--- config.mk ---
export PLATFORM = sky130hd
export DESIGN_NAME = pic_nested
export DESIGN_NICKNAME = d
export VERILOG_FILES = /design/src/rtl/pic_nested_pkg.sv /design/src/rtl/pic_prio.sv /design/src/rtl/pic_nested.sv
export SDC_FILE = /design/constraint.sdc
export NUM_CORES = 1
export LEC_CHECK = 0
export CAP_MARGIN = 20
export CORE_MARGIN = 1
export CORE_UTILIZATION = 36
export DETAILED_ROUTE_END_ITERATION = 12
export PLACE_DENSITY_LB_ADDON = 0.15
export SLEW_MARGIN = 20
export SYNTH_ARGS = -nofsm -noshare
export SYNTH_HDL_FRONTEND = slang
export SYNTH_SLANG_ARGS = --single-unit
--- constraint.sdc ---
create_clock -name clock -period 3.5 [get_ports clock]
set_clock_uncertainty 0.15 [all_clocks]
set_input_delay 0.7 -clock clock [delete_from_list [all_inputs] [get_ports clock]]
set_output_delay 0.7 -clock clock [all_outputs]
set_load 0.03 [all_outputs]
--- src/rtl/pic_nested_pkg.sv ---
`default_nettype none
// ============================================================================
// Module   : pic_nested_pkg
// Desc     : Shared port defaults and command codes for the pic_nested block.
// Revision : 1.0 - initial release
// ============================================================================
package pic_nested_pkg;

    localparam logic [15:0] PIC_PORT_CMD  = 16'h0020;
    localparam logic [15:0] PIC_PORT_MASK = 16'h0021;

    localparam logic [2:0]  PIC_OCW_EOI   = 3'b001;
    localparam logic [2:0]  PIC_OCW_SEOI  = 3'b011;
    localparam logic [7:0]  PIC_RD_IRR    = 8'h0A;
    localparam logic [7:0]  PIC_RD_ISR    = 8'h0B;

    typedef enum logic {
        RSEL_IRR = 1'b0,
        RSEL_ISR = 1'b1
    } rsel_e;

endpackage
`default_nettype wire

--- src/rtl/pic_prio.sv ---
`default_nettype none
// ============================================================================
// Module   : pic_prio
// Desc     : Combinational lowest-set-bit encoder returning {found, index}.
// Revision : 1.0 - initial release
// ============================================================================
module pic_prio
    import pic_nested_pkg::*;
#(
    parameter int N  = 8,
    parameter int IW = (N > 1) ? $clog2(N) : 1
) (
    input  logic [N-1:0]  req_i,
    output logic          found_o,
    output logic [IW-1:0] idx_o
);

    // Scan high to low so the lowest set index is the last one written.
    always_comb begin
        found_o = 1'b0;
        idx_o   = '0;
        for (int i = N - 1; i >= 0; i--) begin
            if (req_i[i]) begin
                found_o = 1'b1;
                idx_o   = IW'(i);
            end
        end
    end

endmodule
`default_nettype wire

--- src/rtl/pic_nested.sv ---
`default_nettype none
// ============================================================================
// Module   : pic_nested
// Desc     : Edge-latched, masked, fixed-priority interrupt controller with
//            toggle/vector delivery. Define PIC_NESTED_EN for nested preemption.
// Revision : 1.0 - initial release
// ============================================================================
module pic_nested
    import pic_nested_pkg::*;
#(
    parameter int          NIRQ      = 8,
    parameter logic [7:0]  VEC_BASE  = 8'h08,
    parameter logic [15:0] PORT_CMD  = PIC_PORT_CMD,
    parameter logic [15:0] PORT_MASK = PIC_PORT_MASK,
    parameter int          GAP       = 16
) (
    input  logic            clock,
    input  logic            reset_n,
    input  logic [NIRQ-1:0] irq_line,
    input  logic [15:0]     port_a,
    input  logic            port_w,
    input  logic            port_r,
    input  logic [7:0]      port_o,
    output logic [7:0]      port_i,
    output logic            irq,
    output logic [7:0]      irq_in,
    output logic            isr_any
);

    localparam int            IW       = (NIRQ > 1) ? $clog2(NIRQ) : 1;
    localparam int            GW       = $clog2(GAP);
    localparam logic [GW-1:0] GAP_LOAD = GW'(GAP - 1);
`ifdef PIC_NESTED_EN
    localparam bit            NESTED   = 1'b1;
`else
    localparam bit            NESTED   = 1'b0;
`endif

    logic [NIRQ-1:0] irr_q, irr_d, isr_q, isr_d, prev_q;
    logic [7:0]      imr_q, imr_d, vec_q, vec_d, rd_q, rd_d;
    rsel_e           rsel_q, rsel_d;
    logic [GW-1:0]   gap_q, gap_d;
    logic            irq_q, irq_d;

    logic [NIRQ-1:0] w_edge, w_elig;
    logic            w_cand_found, w_isr_found, w_prio_ok, w_deliver;
    logic            w_cmd_wr, w_nseoi, w_seoi;
    logic [IW-1:0]   w_cand_idx, w_isr_idx;

    assign w_edge = irq_line & ~prev_q;
    assign w_elig = irr_q & ~imr_q[NIRQ-1:0];

    pic_prio #(.N(NIRQ), .IW(IW)) u_cand (
        .req_i   (w_elig),
        .found_o (w_cand_found),
        .idx_o   (w_cand_idx)
    );

    pic_prio #(.N(NIRQ), .IW(IW)) u_isr (
        .req_i   (isr_q),
        .found_o (w_isr_found),
        .idx_o   (w_isr_idx)
    );

    // Without nesting only an idle ISR admits a new delivery.
    assign w_prio_ok = !w_isr_found || (NESTED && (w_cand_idx < w_isr_idx));
    assign w_deliver = w_cand_found && (gap_q == '0) && w_prio_ok;

    assign w_cmd_wr  = port_w && (port_a == PORT_CMD);
    assign w_nseoi   = w_cmd_wr && (port_o[7:5] == PIC_OCW_EOI);
    assign w_seoi    = w_cmd_wr && (port_o[7:5] == PIC_OCW_SEOI)
                       && ({29'd0, port_o[2:0]} < 32'(NIRQ));

    always_comb begin
        irr_d  = irr_q;
        isr_d  = isr_q;
        imr_d  = imr_q;
        rsel_d = rsel_q;
        gap_d  = gap_q;
        irq_d  = irq_q;
        vec_d  = vec_q;
        rd_d   = rd_q;

        // EOI acts on the pre-delivery ISR; the delivery set is applied after.
        if (!NESTED && (w_nseoi || w_seoi)) begin
            isr_d = '0;
        end
        for (int i = 0; i < NIRQ; i++) begin
            if (NESTED && ((w_nseoi && w_isr_found && (w_isr_idx == IW'(i)))
                           || (w_seoi && (port_o[2:0] == 3'(i))))) begin
                isr_d[i] = 1'b0;
            end
            if (w_deliver && (w_cand_idx == IW'(i))) begin
                irr_d[i] = 1'b0;
                isr_d[i] = 1'b1;
            end
        end
        irr_d = irr_d | w_edge;

        if (w_cmd_wr && (port_o == PIC_RD_IRR)) begin
            rsel_d = RSEL_IRR;
        end else if (w_cmd_wr && (port_o == PIC_RD_ISR)) begin
            rsel_d = RSEL_ISR;
        end
        if (port_w && (port_a == PORT_MASK)) begin
            imr_d = port_o;
        end

        if (w_deliver) begin
            irq_d = ~irq_q;
            vec_d = VEC_BASE + 8'(w_cand_idx);
            gap_d = GAP_LOAD;
        end else if (gap_q != '0) begin
            gap_d = gap_q - GW'(1);
        end

        if (port_r) begin
            if (port_a == PORT_CMD) begin
                rd_d = (rsel_q == RSEL_ISR) ? 8'(isr_q) : 8'(irr_q);
            end else if (port_a == PORT_MASK) begin
                rd_d = imr_q;
            end
        end
    end

    always_ff @(posedge clock) begin
        if (!reset_n) begin
            irr_q  <= '0;
            isr_q  <= '0;
            prev_q <= '0;
            imr_q  <= '0;
            vec_q  <= '0;
            rd_q   <= '0;
            rsel_q <= RSEL_IRR;
            gap_q  <= '0;
            irq_q  <= 1'b0;
        end else begin
            irr_q  <= irr_d;
            isr_q  <= isr_d;
            prev_q <= irq_line;
            imr_q  <= imr_d;
            vec_q  <= vec_d;
            rd_q   <= rd_d;
            rsel_q <= rsel_d;
            gap_q  <= gap_d;
            irq_q  <= irq_d;
        end
    end

    assign port_i  = rd_q;
    assign irq     = irq_q;
    assign irq_in  = vec_q;
    assign isr_any = |isr_q;

endmodule
`default_nettype wire

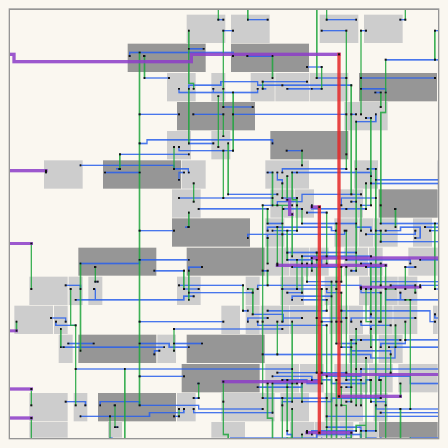
*Close-up of the layout, run 1*
Region (1, 42) to (41, 82) um. Cells in gray, sequential cells in the stronger gray; small squares are vias.
Key: green = M2; blue = M1; purple = M3; red = M4
Most frequent: dfxtp_1 (15), clkdlybuf4s50_1 (10), nand2_1 (9). Sequential cells in the window: 15. 89 logic cells have their middle in the window. Netlist names of flops here include `irq_in` (4), `irr_q` (4), `prev_q` (4).

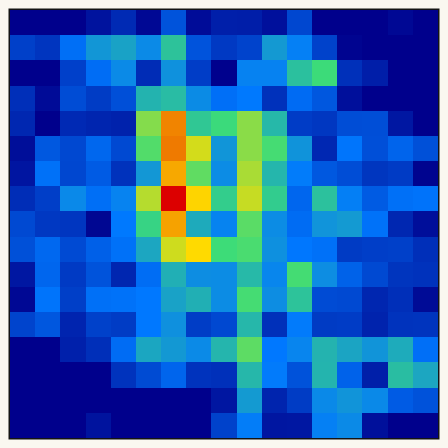
*Signal metal coverage by tile, run 1*
17 x 17 tiles, from dark blue (low) to red (high), scaled to the fullest tile. Values are wire area over tile area, all layers added.
8.3% of the tiles are over half the peak. The fullest tile reaches 0.56. 17% of the tiles are nearly empty.

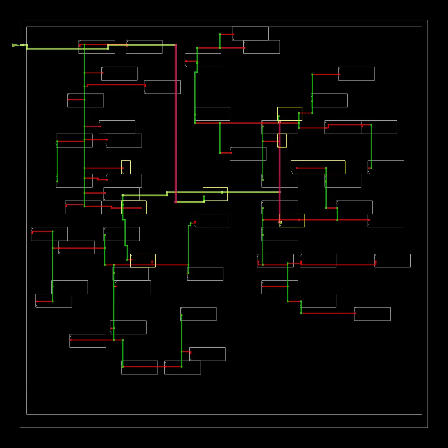
*Clock wiring as the flow saved it, run 1*
Num CTS Buffers: 5
worst skew pair latency: 300 ps

==> CHANGELOG.md, run 1 <==
### Physical design

* CP endpoint kind: flop
* Die W at 83.03 um
* Max Clock Freq at between 300 and 400 MHz
* Worst setup margin at roughly 780 ps
* Pre-CTS setup slack at ~450 ps
* Path depth of the worst reg2reg path at 7
* Layout Nets at about 350
* Worst Setup Start Kind: input port
* Layout non-clock buf frac at 16.98%
* Hpwl dp at 3918 um
* Main logic family: simple AND/OR/NAND/NOR gates
* Syn_area_per_cell at between 8 and 9 sq um
* Design Power at between 1.5 and 2 mW
* Placed Instances at around 380
* Synth async-reset ratio at 0%
* Status: complete, no violations
* I/O pin total at between 50 and 60
* Vias at just under 2000
* Share of post-route cells with drive strength above 1 at 6.390%
* Final min period at roughly 2700 ps
* Main area contributors after synthesis: dfxtp_1 (42%), mux2i_1 (7.2%), nor2b_1 (5.3%)
* Hold path cells at 1
* Finished Layout Cells at around 390
* Buffers on Ports at roughly 49
* Hold Fails Final Rpt at 0
* FP Rows at 29
==> run 1: worst paths after layout <==
kind	startpoint	to	slack (ps)
setup / recovery	port_a[7]	isr_q[5]$_SDFFE_PN0P_	780
hold / removal	prev_q[1]$_SDFF_PN0_	irr_q[1]$_SDFF_PN0_	270
setup reg to reg	gap_q[0]$_SDFFE_PN0P_	irq$_SDFFE_PN0P_	1140
hold reg to reg	prev_q[1]$_SDFF_PN0_	irr_q[1]$_SDFF_PN0_	270
==> run 1: flip-flops by register name, summed over array words and instances (netlist names) <==
signal  cells
rsel_q      1
prev_q      8
imr_q       8
irr_q       8
isr_q       8
irq_in      4
port_i      8
gap_q       4
irq         1
==> run 1: critical path, stage by stage <==
cell             delay, ps
clkdlybuf4s50_1        420
or4b_4                 570
nor4_4                 610
nand3_4                210
a22oi_1                190
nor2b_1                 60
==> run 1: stage by stage <==
| step | hold WS [ps] | instance area (sq um) |
|---|---|---|
| 2_1_floorplan | 248.8 | 2375 |
| 3_3_place_gp | 255.5 | 2913 |
| 3_5_place_dp | 257.1 | 2913 |
| 4_1_cts | 269.8 | 3022 |
| 5_1_grt | 276.9 | 3022 |
| 6_report | 267.7 | 3022 |
==> run 1: per-layer routing <==
metal / track usage, % / part of all wire [%]
met1: 22.61 / 52
met2: 23.17 / 42
met3: 3.181 / 4.1
met4: 5.172 / 1.4
met5: 0 / 0
==> run 1: where the power goes <==
| part | internal, mW | switching, mW | total [mW] |
|---|---|---|---|
| logic | 0.218 | 0.263 | 0.481 |
| registers | 0.639 | 0.0514 | 0.690 |
| clock network | 0.211 | 0.188 | 0.398 |
| total | 1.07 | 0.502 | 1.57 |
## Run 2: what changed since run 1
Clock period 3.5 ns to 2.25 ns, I/O delays scaled along.
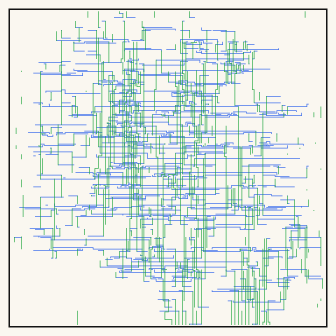
*Metal layers overlaid, run 2*
Two of the layers only.
Key: green = M2 [wire length 2430 um]; blue = M1 [wire length 2790 um]

==> CHANGELOG.md, run 2 <==
### Physical design

* Status: complete, no violations (unchanged)
* Synth async-reset ratio at 0% (unchanged)
* Worst setup margin at 93.24 ps (was 776.1 ps)
* Post-route cell area at 3234 sq um (was 3022 sq um)
* Max Clock Freq at roughly 460 MHz
* Flop+latch power at 1.08 mW (was 0.690 mW)
* Worst Setup Start Kind: input port (unchanged)
* Top power group: sequential cells (unchanged)
* Internal power at 1.774 mW (was 1.067 mW)
* Reg2Reg Setup Slack at 250 ps (was 1140 ps)
* Dpl cell area at 3035 sq um (was 2913 sq um)
* Vias at 2028 (was 1973)
* Worst path cell trace: clkdlybuf4s50_1, or4b_4, nor4_4, buf_4, nand3_4, a22oi_2, nor2b_1 (was clkdlybuf4s50_1, or4b_4, nor4_4, nand3_4, a22oi_1, nor2b_1)
* Share of post-route cells with drive strength above 1 at 13.85% (was 6.390%)
* Finished Layout Cells at 402 (was 390)
* Hold EP: irr_q[2]$_SDFF_PN0_ (was irr_q[1]$_SDFF_PN0_)
* Max incr delay on CP at 480 ps (was 610 ps)
* WP buf/inv at 2 (was 1)
* Reg power frac at 41.6% (was 44.0%)
* Critical Path Source: port_w (was port_a[7])
* Switching pwr at 0.8199 mW (was 0.5024 mW)
* Final hold slack at 272.0 ps (was 267.7 ps)
* Design Power at 2.594 mW (was 1.569 mW)
* I/O pin total at 54 (unchanged)
* Crit Reg-Reg Startpoint: gap_q[1]$_SDFFE_PN0P_ (was gap_q[0]$_SDFFE_PN0P_)
* Pre-CTS setup slack at -290.4 ps (was 453.3 ps)
* Sw Share at 31.61% (was 32.01%)
* FP Rows at 29 (unchanged)
* Slowest CP cell: or4b_4 (was nor4_4)
* CP endpoint kind: flop (unchanged)
* Worst skew pair latency at 300 ps (about the same)
* Main area contributors after synthesis: dfxtp_1 (42%), mux2i_1 (7.2%), nor2b_1 (5.3%) (unchanged)
* Buffers on Ports at 49 (unchanged)
* Combinational share of power at 33.6% (was 30.7%)
* Final min period at around 2200 ps
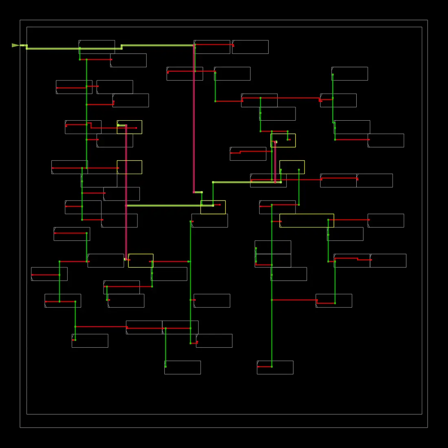
*Clock wiring as the flow saved it, run 2*
clock sinks: 50
flop count: 50
Clock buffer cells: 6
clk pwr: 0.644 mW

-- run 2: repair_timing --
action / 4_1_cts / 5_1_grt
endpoints found under the setup margin: 1 / 24
gates resized: 1 / 23
hold buffers: 0 / 0
pin swaps: 0 / 7
-- run 2: final cells by class --
cell class                      count  area share (%)
Clock buffer                        6           2.553
Clock inverter                      1          0.9284
Inverter                            6          0.6963
Multi-Input combinational cell    197           41.51
Sequential cell                    50           30.95
Tap cell                           77           2.979
Timing Repair Buffer               65           20.39
-- run 2: kinds of logic (layout without fill, tap and decap cells) --
family	Yosys count	after routing	synth area share [%]
AOI/OAI and AO/OA	54	54	15.56
xor gates and xnor gates	2	2	0.7413
adders and majority gates	2	2	1.059
buffers and inverters	21	78	3.970
DFF	50	50	42.35
muxes	17	17	7.199
other	1	4	0.1587
and+or+nand+nor	118	118	28.96
-- run 2: worst max-delay path by stage --
stage,to,slack [ps],cells past startpoint
3_3_place_gp,isr_q[4]$_SDFFE_PN0P_,-280,7
6_report,isr_q[4]$_SDFFE_PN0P_,90,7
3_5_place_dp,isr_q[4]$_SDFFE_PN0P_,-290,7
4_1_cts,isr_q[4]$_SDFFE_PN0P_,30,7
2_1_floorplan,isr_q[4]$_SDFFE_PN0P_,80,5
5_1_grt,isr_q[3]$_SDFFE_PN0P_,10,7
-- run 2: worst register-to-register path, cell delays in order, from the launching register on --
cell and delay [ps]:
dfxtp_1 340, inv_1 70, ha_1 180, nor3b_2 240, nand3_2 190, buf_4 210, a31oi_1 150, buf_4 160
xor2_1 130, and2_1 130
-- run 2: routing by layer --
metal  track usage (%)  routed length, um  up-vias
li1                  -                  -     1044
met4             6.270                 65        0
met3             3.082                220        7
met5                 0                  0        -
met2             24.59               2430       50
met1             24.03               2794      927
## Run 3: what changed since run 2
Settings changed: CORE_MARGIN 1 to unset, MAX_ROUTING_LAYER set to met4, SKIP_LAST_GASP set to 1.
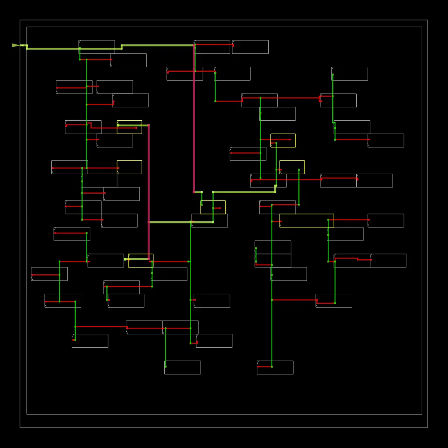
*Clock wiring as the flow saved it, run 3*
clk pwr: 0.643 mW

==> CHANGELOG.md, run 3 <==
### Physical design

* Worst Setup Start Kind: flop (was input port)
* Buffers on Ports at 49 (unchanged)
* Status: complete, no violations (unchanged)
* Vias at 2021 (was 2028)
* Hold path cells at 1 (unchanged)
* Worst setup margin at 46.11 ps (was 93.24 ps)
* Share of post-route cells with drive strength above 1 at 13.23% (was 13.85%)
* Worst path cell trace: nor4_1, nand2_1, dlygate4sd2_1 (was clkdlybuf4s50_1, or4b_4, nor4_4, buf_4, nand3_4, a22oi_2, nor2b_1)
* Layout Nets at 363 (unchanged)
* Finished Layout Cells at 402 (unchanged)
* Top Layer Used: met4 (unchanged)
* Num CTS Buffers at 5 (unchanged)
* Main area contributors after synthesis: dfxtp_1 (42%), mux2i_1 (7.2%), nor2b_1 (5.3%) (unchanged)
* Max Clock Freq at 453.7 MHz (was 463.7 MHz)
* Synth async-reset ratio at 0% (unchanged)
* Final min period at 2204 ps (was 2157 ps)
* Metal2 WL at 2435 um (was 2430 um)
* Clock sinks at 50 (unchanged)
* Pre-CTS setup slack at -290.4 ps (unchanged)
* Hold Fails Final Rpt at 0 (unchanged)
* FP Rows at 29 (unchanged)
* Slowest CP cell: nor4_1 (was or4b_4)
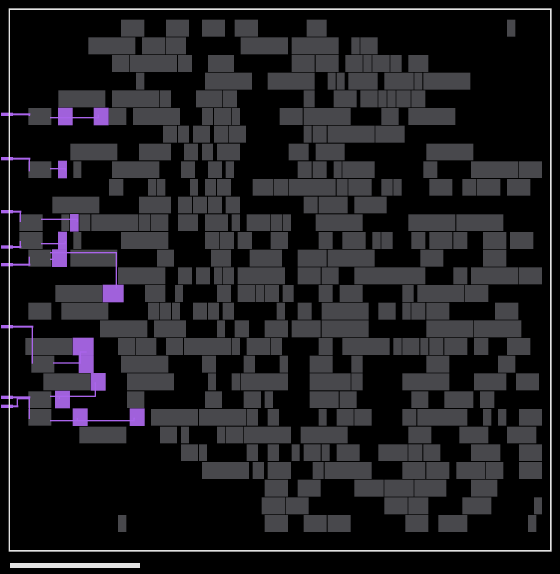
*I/O nets highlighted, run 3*
Scale bar: 20 um.
Key: purple = `irq_line` [direction input, edge left, end cells 13, wire 99.4 um]

[run 3: cell counts after synthesis]
Identical to the previous run, type by type.
[run 3: layout make-up]
cell class              instances  area (sq um)  area share, %
multi-input cells             197          1333          41.36
inverters                       6         22.52         0.6990
clock inverters                 1         30.03         0.9320
repair buffers                 65         656.9          20.39
well taps                      77         96.34          2.990
flip-flops and latches         50          1001          31.07
clock buffers                   6         82.58          2.563
[run 3: report_power, final]
group	total, mW	switching (mW)	internal [mW]
sequential	1.08	0.0855	0.993
combinational	0.867	0.445	0.422
clock	0.643	0.287	0.356
total	2.59	0.818	1.77
[run 3: repair_timing]
action / CTS / global route
pin swaps: 0 / 7
resized: 1 / 20
setup endpoints to repair: 1 / 24
setup buffers: 0 / 0
[run 3: logic make-up (layout without fill, tap and decap cells)]
kind of cell	count (synthesis)	after routing	synth area share (%)
DFF	50	50	42.35
muxes	17	17	7.199
AOI/OAI and AO/OA	54	54	15.56
buffers and inverters	21	78	3.970
and+or+nand+nor	118	118	28.96
adders and majority gates	2	2	1.059
other	1	4	0.1587
xor gates and xnor gates	2	2	0.7413
[run 3: worst max-delay path by stage]
| stage | end | slack (ps) | depth (start not counted) |
|---|---|---|---|
| global placement | isr_q[4]$_SDFFE_PN0P_ | -280 | 7 |
| global route | isr_any | -30 | 3 |
| CTS | isr_q[4]$_SDFFE_PN0P_ | 30 | 7 |
| floorplan | isr_q[4]$_SDFFE_PN0P_ | 80 | 5 |
| detailed placement | isr_q[4]$_SDFFE_PN0P_ | -290 | 7 |
| finish | isr_any | 50 | 3 |
[run 3: worst max-delay path, delay by kind of cell (launching register included)]
family                 cells  cell delay, ps
DFF                        1             340
and+or+nand+nor            2             580
buffers and inverters      1             380
Power is estimated from default activity; no workload was simulated.
